$ cat src/rtl/add_subb_pipe.sv
// add_subb_pipe: pipelined two's complement adder/subtractor.
// Computes s = (+/-)a + (+/-)b over W bits. The carry chain is cut into S
// registered segments of G = W/S bits, each stage adding one segment and
// forwarding a carry value of 0..2. A single global enable shifts the whole
// pipe, so a stalled output freezes every stage.
module add_subb_pipe #(
    parameter int W = 64,
    parameter int S = 4
) (
    input  logic         clk,
    input  logic         arst,
    input  logic         in_valid,
    output logic         in_ready,
    input  logic         subb_a,
    input  logic         subb_b,
    input  logic [W-1:0] a,
    input  logic [W-1:0] b,
    output logic         out_valid,
    input  logic         out_ready,
    output logic [W-1:0] s,
    output logic         c,
    output logic         ovf
);

    localparam int G = W / S;

    // Pipe advances whenever the output slot is empty or being drained.
    logic en;

    // Stage inputs: index 0 comes from the ports, index k from stage k-1.
    logic [W-1:0] ax_d  [S];
    logic [W-1:0] bx_d  [S];
    logic [W-1:0] sum_d [S];
    logic [1:0]   cin_d [S];
    logic [S-1:0] v_d;

    assign en       = !out_valid || out_ready;
    assign in_ready = en;

    // Operands are one's-complemented up front; the +1 of each negation
    // enters stage 0 as a carry-in, giving a carry-in of 0..2.
    assign ax_d[0]  = a ^ {W{subb_a}};
    assign bx_d[0]  = b ^ {W{subb_b}};
    assign sum_d[0] = '0;
    assign cin_d[0] = {1'b0, subb_a} + {1'b0, subb_b};
    assign v_d[0]   = in_valid;

    genvar gi;
    generate
        for (gi = 0; gi < S; gi++) begin : g_stage
            logic [G+1:0] seg_sum;
            logic [W-1:0] sum_next;
            logic [W-1:0] sum_r;
            logic         v_r;

            // Segment adder: two G-bit operand slices plus a 0..2 carry.
            always_comb begin
                seg_sum = {2'b00, ax_d[gi][gi*G +: G]}
                        + {2'b00, bx_d[gi][gi*G +: G]}
                        + {{G{1'b0}}, cin_d[gi]};
            end

            // Merge this segment into the partial sum built by earlier stages.
            always_comb begin
                sum_next = sum_d[gi];
                sum_next[gi*G +: G] = seg_sum[G-1:0];
            end

            // Valid shifts on every enable; data only loads with a valid word
            // so the output holds its last result across bubbles.
            always_ff @(posedge clk or posedge arst) begin
                if (arst) begin
                    v_r   <= 1'b0;
                    sum_r <= '0;
                end else if (en) begin
                    v_r <= v_d[gi];
                    if (v_d[gi]) begin
                        sum_r <= sum_next;
                    end
                end
            end

            if (gi < S - 1) begin : g_mid
                logic [W-1:0] ax_r;
                logic [W-1:0] bx_r;
                logic [1:0]   cy_r;

                // Carry the operands (and sign bits) and the segment carry forward.
                always_ff @(posedge clk or posedge arst) begin
                    if (arst) begin
                        ax_r <= '0;
                        bx_r <= '0;
                        cy_r <= '0;
                    end else if (en && v_d[gi]) begin
                        ax_r <= ax_d[gi];
                        bx_r <= bx_d[gi];
                        cy_r <= seg_sum[G+1:G];
                    end
                end

                assign ax_d[gi+1]  = ax_r;
                assign bx_d[gi+1]  = bx_r;
                assign sum_d[gi+1] = sum_r;
                assign cin_d[gi+1] = cy_r;
                assign v_d[gi+1]   = v_r;
            end else begin : g_last
                logic [1:0] top;
                logic       ovf_next;
                logic       c_r;
                logic       ovf_r;

                // Bits W+1..W of the sign-extended exact sum; overflow when
                // they disagree with the result's sign bit.
                always_comb begin
                    top      = {2{ax_d[gi][W-1]}} + {2{bx_d[gi][W-1]}} + seg_sum[G+1:G];
                    ovf_next = (top != {2{sum_next[W-1]}});
                end

                // Flag registers share the output stage's load condition.
                always_ff @(posedge clk or posedge arst) begin
                    if (arst) begin
                        c_r   <= 1'b0;
                        ovf_r <= 1'b0;
                    end else if (en && v_d[gi]) begin
                        c_r   <= (seg_sum[G+1:G] != 2'b00);
                        ovf_r <= ovf_next;
                    end
                end

                assign s         = sum_r;
                assign c         = c_r;
                assign ovf       = ovf_r;
                assign out_valid = v_r;
            end
        end
    endgenerate

endmodule

$ cat config.mk
export PLATFORM = sky130hd
export DESIGN_NAME = add_subb_pipe
export DESIGN_NICKNAME = d
export VERILOG_FILES = /design/src/rtl/add_subb_pipe.sv
export SDC_FILE = /design/constraint.sdc
export NUM_CORES = 1
export LEC_CHECK = 0
export CAP_MARGIN = 15
export CORE_MARGIN = 2
export CORE_UTILIZATION = 50
export DETAILED_ROUTE_END_ITERATION = 12
export PLACE_DENSITY = 0.73
export SYNTH_ARGS = -nofsm -noshare
export SYNTH_HDL_FRONTEND = slang
export SYNTH_SLANG_ARGS = --single-unit
$ cat constraint.sdc
create_clock -name clk -period 15.5 [get_ports clk]
set_input_delay 1.55 -clock clk [delete_from_list [all_inputs] [get_ports clk]]
set_output_delay 1.55 -clock clk [all_outputs]
set_load 0.02 [all_outputs]
### PDN straps and rails, run 1

Drawn at 2 px/micron. Pins as bars on the die edge.
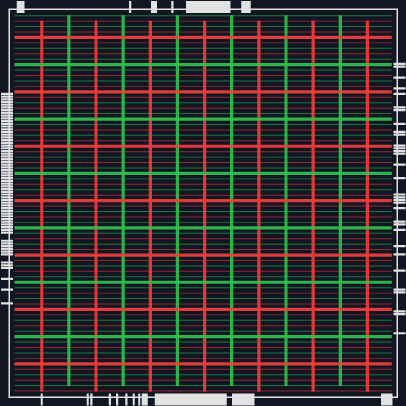
| net | colour |
|---|---|
| VDD | green |
| VSS | red |
met1 rails: 70
met4 straps: 13
signal pins: 202
Chip Width: 193 microns
overall die height: 193 microns
peak supply drop: 0.108 mV

### Metal 4, run 1

Drawn at 2 px/micron.
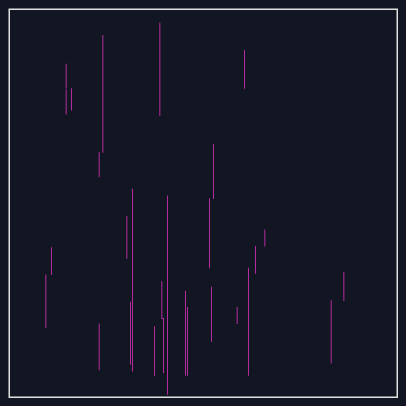
share of all routed wire: 2.2%
main direction: vertical
wire length on this layer: 843 microns
nets with wire on the layer: 16
longest straight run: 99.3 microns
vias: 12300
Total Routed Length: 37800 microns

### Routed clock nets over the placement, run 1

Drawn at 3 px/micron.
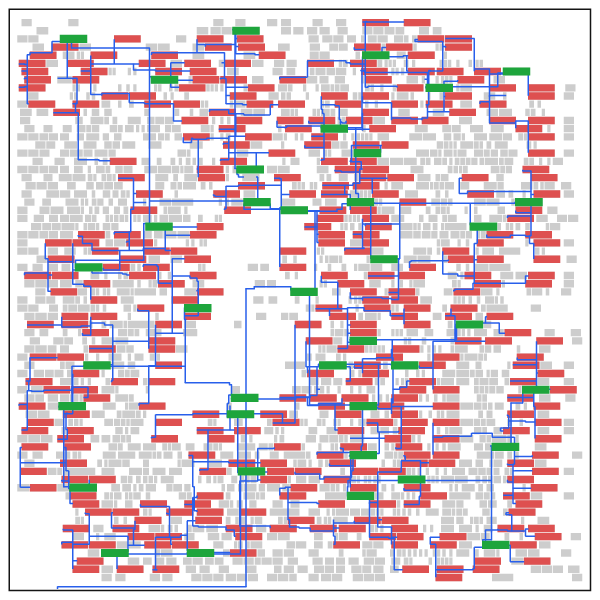
[cells driving clock nets] green | count: 38
[flip-flops] red | count: 364
[clock wires] blue | length: 4450 microns
routed clock nets: 39

==> impl_summary.log, run 1 <==
[flow] final metrics
[metrics] number of setup violations in the final report: 0
[metrics] initial standard-cell utilization of the core: 0.506
[metrics] Crit. path cell count: 3
[metrics] routing usage on met2: 0.345
[metrics] initial antenna violation count: 6
[metrics] launch instance of the worst min-delay path: g_stage[0].g_mid.ax_r[63]$_DFFE_PP0P_
[metrics] cell class with the largest area share: sequential cells
[metrics] number of placement rows: 69
[metrics] Layout fillers: 2998
[metrics] routed length on met3: 1540 microns
[metrics] DR DRC count: 0
[metrics] Avg Inst Size Synth: 10.4 sq um
[metrics] DRC violation total after the first TritonRoute iteration: 601
[metrics] worst flop-to-flop path endpoint: ovf$_DFFE_PP0P_
[metrics] Cell Type Count: 47
[metrics] number of cells on the worst reg-to-reg path: 15
[metrics] slowest stage delay, CP: 720 ps
[metrics] top area contributor share: 0.509
[metrics] Via density: 5.18
[metrics] Leak Pwr: approximately 10 nW
[metrics] FF/Latch Area: 9110 sq um
[metrics] Tmin final: between 4000 and 5000 ps
[metrics] H-Tree Level Count: 2
[metrics] power drawn by the combinational cells: approximately 0.0018 W
[metrics] first-pass GRT wire length: about 63000 microns
[metrics] Req. time, crit path: 13950 ps
[metrics] average wire length per cell after detail routing: 15.9 microns
[metrics] clock network power: 0.000872 W
[metrics] maximum number of pins on one net before global-route repair: 173
[metrics] EDFF count, synth: 0
[metrics] total tool warning count: 33
[metrics] grt met1 use: 0.272
[metrics] clock skew after layout: around 14 ps
[metrics] yosys cell count: 1714
[metrics] Latency at later pin: 520 ps
[metrics] sequential cell count: 364
[metrics] Endpoint, Worst Hold: g_stage[1].g_mid.ax_r[63]$_DFFE_PP0P_
[metrics] ys async rst share: 1.00
[metrics] dominant synthesized flop cell: sky130_fd_sc_hd__dfrtp_1
[metrics] most common logic cells in the final layout: 416 x sky130_fd_sc_hd__nand2_1, 364 x sky130_fd_sc_hd__dfrtp_1, 199 x sky130_fd_sc_hd__clkdlybuf4s50_1
[metrics] internal power: 0.00267 W
[metrics] type of the worst setup path: primary input to primary output
[metrics] Cell Area, Synth: 17900 sq um
[metrics] nonclk buf count: 211
[metrics] met3 track utilization from global routing: 0.0352
[metrics] Worst R2R Setup Slack: ~12000 ps
[metrics] Core Region: 35400 sq um
[metrics] met1 wire length: about 17000 microns
[metrics] portion of the clock cycle consumed by the worst path in the final layout: 0.309
[metrics] most instantiated logic cell after routing: sky130_fd_sc_hd__nand2_1
[metrics] Hold/Removal Path Class: register to register
[metrics] share of layout cells above drive strength 1: 0.106
[metrics] clock-pin transition on the worst setup and hold timing paths: around 60 ps
[metrics] combinational gate area: 8370 sq um
[metrics] I/O pin total: 202
[metrics] proportion of cell area occupied by multi-input gates: 0.389
[metrics] layer with the highest usage: met2
[metrics] kind of cell adding the most delay to the critical path: buffers and inverters
[metrics] Final Power: 0.00420 W
[metrics] top cells by area in the synthesized netlist: sky130_fd_sc_hd__dfrtp_1 51%, sky130_fd_sc_hd__nand2_1 8.8%, sky130_fd_sc_hd__ha_1 8.2%
[metrics] DR WL met2: approximately 18000 microns
[metrics] final HPWL from detailed placement: 25500 microns
[metrics] net count after synthesis: 1977
[metrics] Clock buffer cells: roughly 52
[metrics] Reg2Reg Launch Point: g_stage[2].g_mid.ax_r[49]$_DFFE_PP0P_
[metrics] Hold Path Depth: 2
[metrics] hold bufs inserted after CTS: 0
[metrics] series of cell instances along the critical path: clkdlybuf4s50_1, nand2b_1, clkdlybuf4s50_1
[metrics] Sinks on Clock Net: about 360
[metrics] status: finished clean
[metrics] synth-to-layout area growth: 20.2%
[metrics] post-CTS resize count: 0
[metrics] highest routed metal layer: met5
[metrics] remaining global-route overflow: 0
[metrics] arrival time at the worst endpoint: 3240 ps
[metrics] Inverters: 41
[metrics] unrepaired setup endpoints after global routing: false
[metrics] sequential power: 0.00157 W
[metrics] final instance count without filler cells: around 2400
[metrics] post-route worst setup slack: about 11000 ps
[metrics] slew of the pin with the lowest slew margin: 1060 ps
[metrics] Critical Path Start Type: primary input
[metrics] switching power: 0.00152 W
[metrics] Non-Clock Buffer Area Fraction: 0.0982
[metrics] Combinational Power Share: 0.417
[metrics] Inserted Clock Buffers: 38
[metrics] maximum count of clock buffers along a single path: 3
[metrics] flip-flop and latch count after synthesis: 364
[metrics] post-synth top area cell: sky130_fd_sc_hd__dfrtp_1
## run 1: logic make-up (layout without fill, tap and decap cells)
group                    Yosys count  count (layout)  share of synthesized area
AND-OR/OR-AND                    299             299                     0.0961
XOR/XNOR                         174             174                     0.0851
adder cells (fa/ha/maj)          129             129                     0.0948
buffers and inverters            122             317                     0.0256
flip-flops                       364             364                      0.509
multiplexers                     120             120                     0.0753
other                              0               5                          0
AND/OR/NAND/NOR                  506             506                      0.114
## run 1: state kept, by name, indices dropped and copies added, names as in the netlist
signal	flops
out_valid	1
g_stage.v_r	3
ovf	1
s	64
g_stage.g_mid.ax_r	96
g_stage.g_mid.bx_r	96
g_stage.g_mid.cy_r	6
g_stage.sum_r	96
c	1
==> inputs of run 2 (changes only) <==
==> constraint.sdc (replaced) <==
create_clock -name clk -period 4.45 [get_ports clk]
set_input_delay 0.445 -clock clk [delete_from_list [all_inputs] [get_ports clk]]
set_output_delay 0.445 -clock clk [all_outputs]
set_load 0.02 [all_outputs]
==> run 2 against run 1 <==
Compared with the run above:
- die size unchanged
- cell area is 0.85% higher
- sequential share of layout area fell by 0.36 points
- flip-flop count is the same
- non-clock buffer count is 4 higher
==> impl_summary.log, run 2 <==
[flow] final metrics
[metrics] Hold/Removal Path Class: primary input to async pin
[metrics] post-synth top area cell: sky130_fd_sc_hd__dfrtp_1
[metrics] flip-flop and latch count after synthesis: 364 (unchanged)
[metrics] post-route worst setup slack: 837 ps (-9870 ps)
[metrics] number of cells on the worst reg-to-reg path: 15 (unchanged)
[metrics] synth-to-layout area growth: 21.3%
[metrics] portion of the clock cycle consumed by the worst path in the final layout: 0.812
[metrics] top cells by area in the synthesized netlist: sky130_fd_sc_hd__dfrtp_1 51%, sky130_fd_sc_hd__nand2_1 8.8%, sky130_fd_sc_hd__ha_1 8.2%
[metrics] layer with the highest usage: met2
[metrics] kind of cell adding the most delay to the critical path: AND-OR/OR-AND gates
[metrics] Latency at later pin: 520 ps (about the same)
[metrics] post-CTS resize count: 0 (unchanged)
[metrics] initial antenna violation count: 6 (unchanged)
[metrics] final HPWL from detailed placement: 26200 microns (+2.6%)
[metrics] dominant synthesized flop cell: sky130_fd_sc_hd__dfrtp_1
[metrics] status: finished clean
[metrics] slowest stage delay, CP: 460 ps (-260 ps)
[metrics] Worst R2R Setup Slack: 840 ps (-10990 ps)
[metrics] FF/Latch Area: 9110 sq um (unchanged)
[metrics] DRC violation total after the first TritonRoute iteration: 560 (-6.8%)
[metrics] grt met1 use: 0.280 (+0.00758)
[metrics] most instantiated logic cell after routing: sky130_fd_sc_hd__nand2_1
[metrics] Tmin final: approximately 3600 ps
[metrics] number of placement rows: 69 (unchanged)
[metrics] arrival time at the worst endpoint: 4030 ps (+790 ps)
[metrics] Combinational Power Share: 0.412 (-0.005)
[metrics] Avg Inst Size Synth: 10.4 sq um (unchanged)
[metrics] highest routed metal layer: met5
[metrics] I/O pin total: 202 (unchanged)
[metrics] Layout fillers: 2963 (-1.2%)
[metrics] sequential power: 0.00547 W (+250%)
[metrics] worst flop-to-flop path endpoint: ovf$_DFFE_PP0P_
[metrics] type of the worst setup path: register to register
[metrics] Chip Width: 193 microns (unchanged)
[metrics] registers with the most flip-flops: g_stage.g_mid.ax_r (96), g_stage.g_mid.bx_r (96), g_stage.sum_r (96)
[metrics] Core Region: 35400 sq um (unchanged)
[metrics] Critical Path Start Type: register
[metrics] Cell Type Count: 47 (unchanged)
[metrics] slew of the pin with the lowest slew margin: 1030 ps (-27.5 ps)
[metrics] hold bufs inserted after CTS: 0 (unchanged)
[metrics] unrepaired setup endpoints after global routing: false
[metrics] Req. time, crit path: 4870 ps (-9080 ps)
[metrics] peak supply drop: 0.354 mV (+230%)
[metrics] DR WL met2: 17900 microns (-2.1%)
[metrics] clock skew after layout: 16.7 ps (+2.96 ps)
[metrics] yosys cell count: 1714 (unchanged)
[metrics] routing usage on met2: 0.343 (-0.00185)
[metrics] overall die height: 193 microns (unchanged)
[metrics] switching power: 0.00535 W (+250%)
[metrics] maximum count of clock buffers along a single path: 3 (unchanged)
[metrics] Crit. path cell count: 15 (+12)
[metrics] EDFF count, synth: 0 (unchanged)
[metrics] Via density: 5.16 (-0.33%)
[metrics] Reg2Reg Launch Point: g_stage[2].g_mid.ax_r[49]$_DFFE_PP0P_
[metrics] series of cell instances along the critical path: fa_1, ha_1, a21o_1, a21o_1, a211oi_2, o21a_1, o21ai_1, nand2_1, nand2_1, xnor2_1, fa_1, xnor2_1, xnor2_1, and3_1, o31ai_1
[metrics] Inserted Clock Buffers: 39 (+2.6%)
[metrics] most common logic cells in the final layout: 416 x sky130_fd_sc_hd__nand2_1, 364 x sky130_fd_sc_hd__dfrtp_1, 199 x sky130_fd_sc_hd__clkdlybuf4s50_1
[metrics] Final Power: 0.0149 W (+260%)
[metrics] average wire length per cell after detail routing: 15.9 microns (about the same)
[metrics] clock-pin transition on the worst setup and hold timing paths: 60 ps (about the same)
[metrics] Sinks on Clock Net: 364 (unchanged)
[metrics] internal power: 0.00960 W (+260%)
[metrics] H-Tree Level Count: 2 (unchanged)
-- run 2: cell counts after synthesis --
No cell type changed its count.
-- run 2: cell type report --
type / instances / area share
sequential: 364 / 0.420
multi-input combinational: 1228 / 0.385
timing repair buffer: 215 / 0.0996
clock buffer: 58 / 0.0548
tap: 461 / 0.0266
inverter: 41 / 0.00726
clock inverter: 12 / 0.00645
antenna: 3 / 0.000346
-- run 2: cell families (layout without fill, tap and decap cells) --
group	after synthesis	in the layout	synth area share
AOI/OAI and AO/OA	299	299	0.0961
xor gates and xnor gates	174	174	0.0851
adders and majority gates	129	129	0.0948
buffers and inverters	122	326	0.0256
DFF	364	364	0.509
muxes	120	120	0.0753
other	0	3	0
and+or+nand+nor	506	506	0.114
### Metal 4, run 2

Drawn at 2 px/micron.
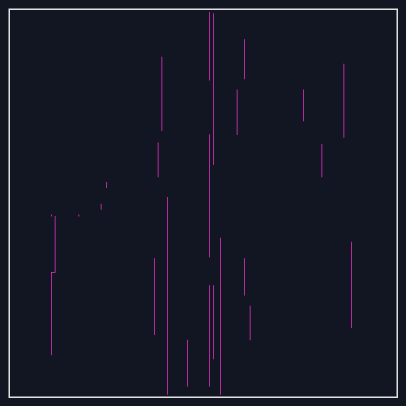
main direction: vertical
share of all routed wire: 2.2%
longest straight run: 98.6 microns
wire length on this layer: 817 microns
nets with wire on the layer: 16
vias: 12300
Total Routed Length: 37900 microns

### PDN straps and rails, run 2

Drawn at 2 px/micron. Pins as bars on the die edge.
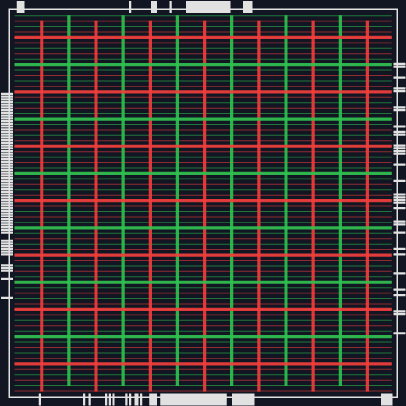
| net | colour |
|---|---|
| VSS | red |
| VDD | green |
signal pins: 202
met4 straps: 13

==> inputs of run 3 (changes only) <==
--- a/config.mk
+++ b/config.mk
@@ -9,7 +9,7 @@
 export CORE_MARGIN = 2
 export CORE_UTILIZATION = 50
 export DETAILED_ROUTE_END_ITERATION = 12
-export PLACE_DENSITY = 0.73
+export PLACE_DENSITY = 0.76
 export SYNTH_ARGS = -nofsm -noshare
 export SYNTH_HDL_FRONTEND = slang
 export SYNTH_SLANG_ARGS = --single-unit
==> constraint.sdc (replaced) <==
create_clock -name clk -period 3.2 [get_ports clk]
set_input_delay 0.32 -clock clk [delete_from_list [all_inputs] [get_ports clk]]
set_output_delay 0.32 -clock clk [all_outputs]
set_load 0.02 [all_outputs]
==> run 3 against run 2 <==
Compared with the run above:
- the flow now finishes with violations (setup timing)
- register-to-register slack lost 940 ps
- sequential power rose by 39%
- sequential share of layout area decreased by 0.65 points
- non-clock buffer count is 25 higher
- maximum frequency grew 9.4%
- via count up 2.6%
- highest routed layer unchanged
- setup slack lost 940 ps
- cell area increased by 1.6%
- combinational power rose by 44%
==> impl_summary.log, run 3 <==
[flow] final metrics
[metrics] status: finished with violations
[metrics] failing checks: setup timing
[metrics] post-synthesis adder-cell area fraction: 0.0948 (unchanged)
[metrics] overall die height: 193 microns (unchanged)
[metrics] grt met1 use: 0.292 (+0.0120)
[metrics] Non-Clock Buffer Area Fraction: 0.112 (+0.0127)
[metrics] cell class with the largest area share: sequential cells
[metrics] sequential power: 0.00762 W (+39%)
[metrics] Tmin final: 3300 ps (-311 ps)
[metrics] Layout fillers: 2825 (-4.7%)
[metrics] DR WL met2: 19300 microns (+7.6%)
[metrics] Reg2Reg Launch Point: g_stage[2].g_mid.ax_r[49]$_DFFE_PP0P_
[metrics] most instantiated logic cell after routing: sky130_fd_sc_hd__nand2_1
[metrics] number of setup violations in the final report: 1
[metrics] proportion of cell area occupied by multi-input gates: 0.380 (-0.00508)
[metrics] vias: 12600 (+2.6%)
[metrics] clock-pin transition on the worst setup and hold timing paths: 60 ps (about the same)
[metrics] Hold/Removal Path Class: primary input to async pin
[metrics] Cell Type Count: 47 (unchanged)
[metrics] peak supply drop: 0.551 mV (+56%)
[metrics] total inserted antenna cells: 3 (unchanged)
[metrics] Chip Width: 193 microns (unchanged)
[metrics] most common logic cells in the final layout: 416 x sky130_fd_sc_hd__nand2_1, 364 x sky130_fd_sc_hd__dfrtp_1, 199 x sky130_fd_sc_hd__clkdlybuf4s50_1
[metrics] average wire length per cell after detail routing: 16.4 microns (+3.3%)
[metrics] Final clock-cell share: 0.0607 (-0.000602)
[metrics] hold bufs inserted after CTS: 0 (unchanged)
[metrics] dominant synthesized flop cell: sky130_fd_sc_hd__dfrtp_1
[metrics] Sinks on Clock Net: 364 (unchanged)
[metrics] Via density: 5.24 (+1.5%)
[metrics] Req. time, crit path: 3630 ps (-1240 ps)
[metrics] Core Region: 35400 sq um (unchanged)
[metrics] arrival time at the worst endpoint: 3730 ps (-300 ps)
[metrics] Total Routed Length: 39600 microns (+4.4%)
[metrics] final HPWL from detailed placement: 28000 microns (+6.8%)
[metrics] FF/Latch Area: 9110 sq um (unchanged)
[metrics] post-route worst setup slack: -102 ps (-939 ps)
[metrics] Final Power: 0.0212 W (+42%)
[metrics] Clock buffer cells: 59 (+1.7%)
[metrics] switching power: 0.00761 W (+42%)
[metrics] n_taps: 461 (unchanged)
[metrics] top cells by area in the synthesized netlist: sky130_fd_sc_hd__dfrtp_1 51%, sky130_fd_sc_hd__nand2_1 8.8%, sky130_fd_sc_hd__ha_1 8.2%
[metrics] share of cell area taken by flip-flops and latches: 0.413 (-0.00645)
[metrics] portion of the clock cycle consumed by the worst path in the final layout: 1.03 (+0.220)
[metrics] slew of the pin with the lowest slew margin: 738 ps (-290 ps)
[metrics] Multi-input comb cells: 1228 (unchanged)
[metrics] Worst R2R Setup Slack: -100 ps (-940 ps)
[metrics] EDFF count, synth: 0 (unchanged)
[metrics] DRC violation total after the first TritonRoute iteration: 642 (+15%)
[metrics] post-CTS resize count: 0 (unchanged)
[metrics] compound-cell area share of the yosys netlist: 0.0961 (unchanged)
[metrics] series of cell instances along the critical path: fa_2, ha_1, a21o_1, a21o_1, a211oi_2, o21a_1, o21ai_1, nand2_1, nand2_1, xnor2_1, fa_2, xnor2_1, xnor2_1, and3_1, o31ai_2
[metrics] Avg Inst Size Synth: 10.4 sq um (unchanged)
[metrics] I/O pin total: 202 (unchanged)
[metrics] routing usage on met2: 0.368 (+0.0253)
[metrics] initial antenna violation count: 4 (-2)
[metrics] unrepaired setup endpoints after global routing: true
[metrics] highest routed metal layer: met5
[metrics] internal power: 0.0136 W (+41%)
[metrics] flip-flop and latch count after synthesis: 364 (unchanged)
[metrics] maximum count of clock buffers along a single path: 3 (unchanged)
[metrics] Inverters: 41 (unchanged)
[metrics] sequential cell count: 364 (unchanged)
[metrics] synth-to-layout area growth: 23.2%
[metrics] post-synth top area cell: sky130_fd_sc_hd__dfrtp_1
[metrics] slowest stage delay, CP: 400 ps (-60 ps)
[metrics] worst flop-to-flop path endpoint: ovf$_DFFE_PP0P_
[metrics] simple-gate share of the synthesized area: 0.114 (unchanged)
[run 3: cell count changes in the layout (fill, tap and decap cells not counted), moves of 2 or more]
cell and delta:
sky130_fd_sc_hd__buf_12 +10, sky130_fd_sc_hd__buf_4 +15, sky130_fd_sc_hd__clkinv_2 -2, sky130_fd_sc_hd__clkinvlp_4 -2, sky130_fd_sc_hd__fa_1 -2, sky130_fd_sc_hd__fa_2 +2, sky130_fd_sc_hd__inv_6 +2, sky130_fd_sc_hd__o21ai_0 -2
sky130_fd_sc_hd__o21ai_1 +2
[run 3: cell families (layout without fill, tap and decap cells)]
family                   Yosys count  after routing
AND/OR/NAND/NOR                  506            506
flip-flops                       364            364
buffers and inverters            122            351
XOR/XNOR                         174            174
AND-OR/OR-AND                    299            299
multiplexers                     120            120
adder cells (fa/ha/maj)          129            129
other                              0              3
### Metal 4, run 3

Drawn at 2 px/micron.
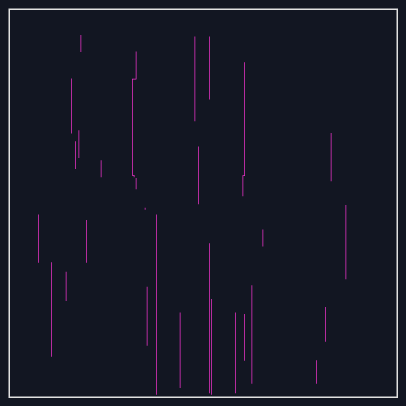
main direction: vertical
nets with wire on the layer: 19

### Routed clock nets over the placement, run 3

Drawn at 3 px/micron.
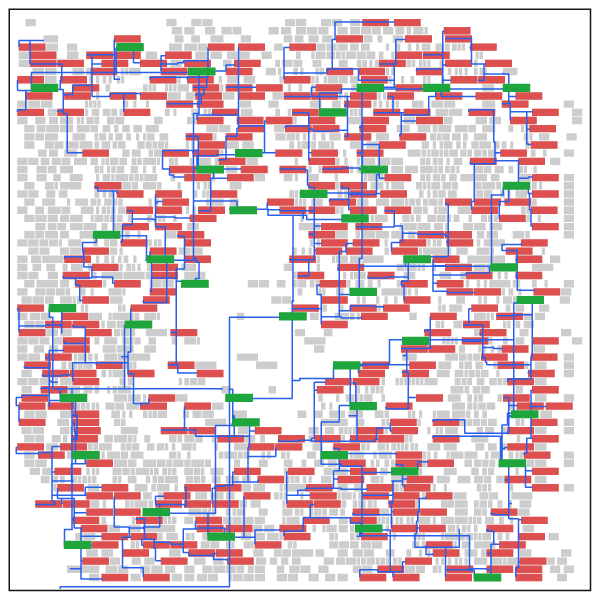
[clock wires] blue | length: 4540 microns
[cells driving clock nets] green | count: 40
[flip-flops] red | count: 364
flops lie: widely spread
Latency at later pin: 520 ps
Clk network pwr share: 0.220
clock network power: 0.00467 W
clock skew after layout: 11.3 ps

Power is estimated from default activity; no workload was simulated.
